Fig. 1: nets reached from selected ports
The bar under the picture is 50 microns long.
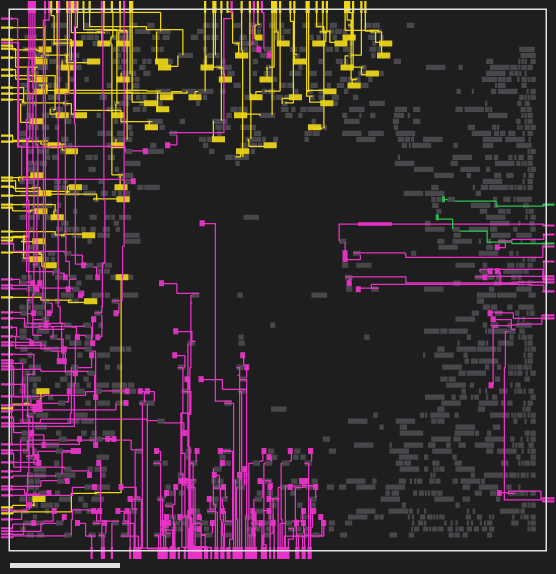
Fig. 2: wiring by layer
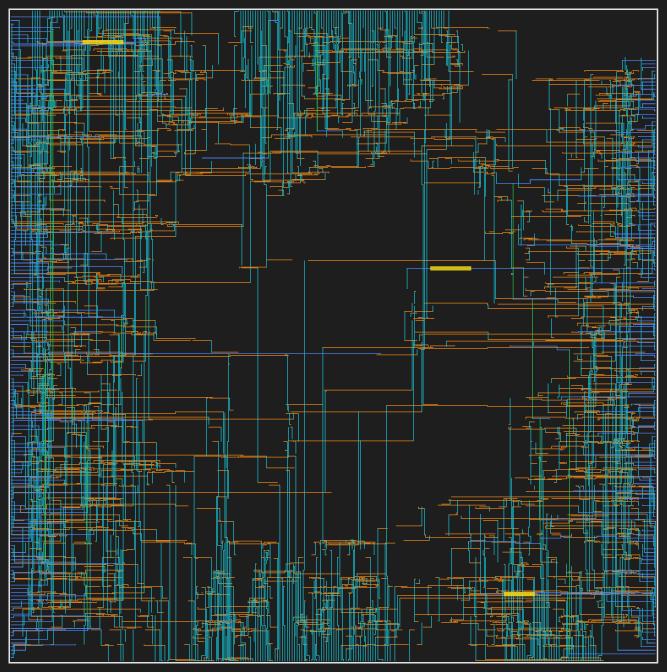
Fig. 3: cell outlines without signal wires
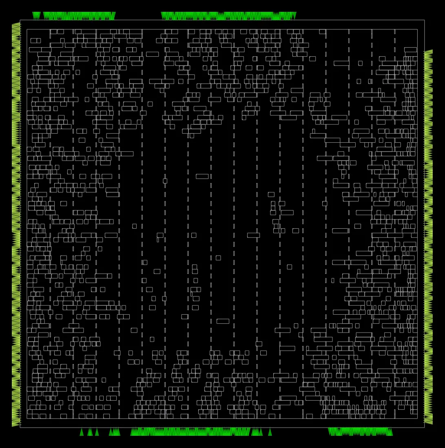
Fig. 4: cells colored by class
Fill, decap, tap and diode cells in gray.
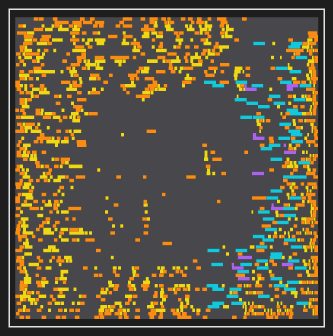
`src/rtl/mem_lat_arb.sv`:
```
// Round-robin arbiter in front of a fixed-latency memory backend.
// Grants one port per cycle and returns each response to its port
// exactly Latency cycles after the grant, in grant order.
module mem_lat_arb #(
  parameter int          NumPorts    = 2,
  parameter int          AddrWidth   = 64,
  parameter int          DataWidth   = 64,
  parameter int          Latency     = 2,
  parameter logic        StallRandom = 1'b0,
  parameter logic [15:0] LfsrSeed    = 16'hACE1
) (
  input  logic                                  clk_i,
  input  logic                                  rst_i,
  input  logic [NumPorts-1:0]                   req_i,
  input  logic [NumPorts-1:0]                   we_i,
  input  logic [NumPorts-1:0][AddrWidth-1:0]    addr_i,
  input  logic [NumPorts-1:0][DataWidth/8-1:0]  be_i,
  input  logic [NumPorts-1:0][DataWidth-1:0]    wdata_i,
  output logic [NumPorts-1:0]                   gnt_o,
  output logic [NumPorts-1:0]                   rvalid_o,
  output logic [NumPorts-1:0][DataWidth-1:0]    rdata_o,
  output logic                                  mem_req_o,
  output logic                                  mem_we_o,
  output logic [AddrWidth-1:0]                  mem_addr_o,
  output logic [DataWidth/8-1:0]                mem_be_o,
  output logic [DataWidth-1:0]                  mem_wdata_o,
  input  logic [DataWidth-1:0]                  mem_rdata_i
);

  // A single-port build still needs a 1-bit index.
  localparam int IdxW = (NumPorts > 1) ? $clog2(NumPorts) : 1;

  logic [IdxW-1:0]      rr_q, rr_d;
  logic [15:0]          lfsr_q, lfsr_d;
  logic                 stall;
  logic [IdxW-1:0]      gnt_idx;
  logic                 gnt_any;

  // Response pipeline: stage s is visible s+1 cycles after the grant.
  logic                 v_q    [Latency];
  logic [IdxW-1:0]      port_q [Latency];
  logic                 we_q   [Latency];
  logic [DataWidth-1:0] out_data;

  // Fibonacci LFSR (taps 16,14,13,11), right-shifting; frozen when stalls are disabled.
  always_comb begin
    lfsr_d = lfsr_q;
    if (StallRandom) begin
      lfsr_d = {lfsr_q[0] ^ lfsr_q[2] ^ lfsr_q[3] ^ lfsr_q[5], lfsr_q[15:1]};
    end
  end

  assign stall = StallRandom & lfsr_q[0];

  // Round-robin search starting at rr_q; grants are forced low during reset.
  always_comb begin
    int j;
    gnt_o   = '0;
    gnt_idx = '0;
    gnt_any = 1'b0;
    j       = 0;
    if (!rst_i && !stall) begin
      for (int k = 0; k < NumPorts; k++) begin
        j = int'(rr_q) + k;
        if (j >= NumPorts) j = j - NumPorts;
        if (!gnt_any && req_i[j]) begin
          gnt_any = 1'b1;
          gnt_idx = j[IdxW-1:0];
        end
      end
      if (gnt_any) gnt_o[gnt_idx] = 1'b1;
    end
  end

  // Pointer moves one past the winner; holds when nothing is granted.
  always_comb begin
    rr_d = rr_q;
    if (gnt_any) begin
      rr_d = (gnt_idx == IdxW'(NumPorts - 1)) ? '0 : gnt_idx + 1'b1;
    end
  end

  // Forward the winning port's request fields; all zero when idle.
  always_comb begin
    mem_we_o    = 1'b0;
    mem_addr_o  = '0;
    mem_be_o    = '0;
    mem_wdata_o = '0;
    for (int p = 0; p < NumPorts; p++) begin
      if (gnt_o[p]) begin
        mem_we_o    = we_i[p];
        mem_addr_o  = addr_i[p];
        mem_be_o    = be_i[p];
        mem_wdata_o = wdata_i[p];
      end
    end
  end

  assign mem_req_o = gnt_any;

  // Arbitration pointer and LFSR state.
  always_ff @(posedge clk_i or posedge rst_i) begin
    if (rst_i) begin
      rr_q   <= '0;
      lfsr_q <= LfsrSeed;
    end else begin
      rr_q   <= rr_d;
      lfsr_q <= lfsr_d;
    end
  end

  // Control pipeline: one independent entry per stage, no back-pressure.
  always_ff @(posedge clk_i or posedge rst_i) begin
    if (rst_i) begin
      for (int s = 0; s < Latency; s++) begin
        v_q[s]    <= 1'b0;
        port_q[s] <= '0;
        we_q[s]   <= 1'b0;
      end
    end else begin
      v_q[0]    <= gnt_any;
      port_q[0] <= gnt_idx;
      we_q[0]   <= mem_we_o;
      for (int s = 1; s < Latency; s++) begin
        v_q[s]    <= v_q[s-1];
        port_q[s] <= port_q[s-1];
        we_q[s]   <= we_q[s-1];
      end
    end
  end

  // Read data arrives one cycle after the grant; delay it to line up with the last stage.
  if (Latency > 1) begin : g_dly
    logic [DataWidth-1:0] data_q [Latency-1];

    // data_q[s] travels alongside control stage s+1.
    always_ff @(posedge clk_i or posedge rst_i) begin
      if (rst_i) begin
        for (int s = 0; s < Latency - 1; s++) data_q[s] <= '0;
      end else begin
        data_q[0] <= mem_rdata_i;
        for (int s = 1; s < Latency - 1; s++) data_q[s] <= data_q[s-1];
      end
    end

    assign out_data = data_q[Latency-2];
  end else begin : g_direct
    assign out_data = mem_rdata_i;
  end

  // Steer the final stage to its port; write responses carry no data.
  for (genvar gi = 0; gi < NumPorts; gi++) begin : g_resp
    assign rvalid_o[gi] = v_q[Latency-1] && (port_q[Latency-1] == IdxW'(gi));
    assign rdata_o[gi]  = (rvalid_o[gi] && !we_q[Latency-1]) ? out_data : '0;
  end

endmodule
```
`config.mk`:
```
export PLATFORM = sky130hd
export DESIGN_NAME = mem_lat_arb
export DESIGN_NICKNAME = d
export VERILOG_FILES = /design/src/rtl/mem_lat_arb.sv
export SDC_FILE = /design/constraint.sdc
export NUM_CORES = 1
export LEC_CHECK = 0
export ABC_CLOCK_PERIOD_IN_PS = 2500
export CORE_AREA = 4 4 239 241
export DETAILED_ROUTE_END_ITERATION = 16
export DIE_AREA = 0 0 243 245
export PLACE_DENSITY_LB_ADDON = 0.15
export SETUP_SLACK_MARGIN = 0.15
export SYNTH_ARGS = -nofsm -noshare
export SYNTH_HDL_FRONTEND = slang
export SYNTH_SLANG_ARGS = --single-unit
```
`constraint.sdc`:
```
create_clock -name clk_i -period 2.5 [get_ports clk_i]
set_input_delay 0.25 -clock clk_i [delete_from_list [all_inputs] [get_ports clk_i]]
set_output_delay 0.25 -clock clk_i [all_outputs]
set_load 0.05 [all_outputs]
```
==> GITHUB_STEP_SUMMARY <==
## Synthesis and layout report

| Metric | Value |
|---|---|
| Run status | `complete, no violations` |
| CP delay by family, top | `buffers and inverters` |
| Met3 wire len | `3.80 mm` |
| Setup Crit Path Kind | `in2out` |
| Hold path cells | `1` |
| Post-DP HPWL | `roughly 36 mm` |
| Worst slew margin | `0.353` |
| Critical Path End Type | `output pin` |
| GR Layer Usage met2 | `0.259` |
| Final setup violation count | `0` |
| Max incr delay on CP | `0.61 ns` |
| Ys cells | `787` |
| Synth top area cells | `nand2b_1, dfrtp_1, o32ai_2, nor2_1, o32ai_1` |
| Syn avg cell area | `8.76 sq um` |
| Cell Area, Synth | `about 0.0069 sq mm` |
| Multi-input combinational area share | `0.328` |
| GRT overflow | `0` |
| Synth Register Bits | `71` |
| Die Height | `245 microns` |
| Core Util at FP | `0.126` |
| Max-cap violations | `0` |
| DR top layer | `met5` |
| CP Buf/Inv Count | `4` |
| Internal Power | `3.38 mW` |
| Cell taking the most area after synthesis | `nand2b_1` |
| Fmax | `approximately 450 MHz` |
| DRC errors left | `0` |
| FF-to-FF Start | `rr_q$_DFFE_PP0P_` |
| Met1 GRT Util | `0.147` |
| Largest register FFs | `64` |
-- Fig. 1 (at the start) --
legend:
  yellow:
    port: mem_addr_o
    direction: output
    end_cells: 64
    buffers: 64
    wire: 2630 microns
  magenta:
    port: wdata_i
    direction: input
    end_cells: 128
    buffers: 128
    wire: 6790 microns
  green:
    port: rvalid_o
    direction: output
    end_cells: 2
    buffers: 2
    wire: 100 microns
port bufs: 611
io pins: 612

-- Fig. 2 (at the start) --
legend:
  yellow:
    layer: met5
    wire_length: 37.7 microns
  blue:
    layer: met3
    wire_length: 3800 microns
  green:
    layer: met4
    wire_length: 817 microns
  cyan:
    layer: met2
    wire_length: 22.6 mm
  orange:
    layer: met1
    wire_length: 16000 microns
drt total wl: 43.3 mm
Total GRT Usage: 0.137
Vias: 7984
routed wire length per instance: 20.9 microns

-- Fig. 3 (at the start) --
Tapcells: 704
post-route core utilization: 0.256
Final Non-Filler Cells: 2065
Core Region: 0.0549 sq mm

-- Fig. 4 (at the start) --
legend:
  orange:
    class: other buffers and delay cells
    cells: 649
    share_of_their_area: 49%
  yellow:
    class: all other logic
    cells: 618
    share_of_their_area: 35%
  cyan:
    class: flip-flops
    cells: 71
    share_of_their_area: 14%
  purple:
    class: clock drivers and dummy loads
    cells: 16
    share_of_their_area: 2.2%
flop share of the area: 0.126
Finished Cell Area: 0.0140 sq mm
row count: 86

Power figures rest on the tool's default switching activity, not on a simulated workload.
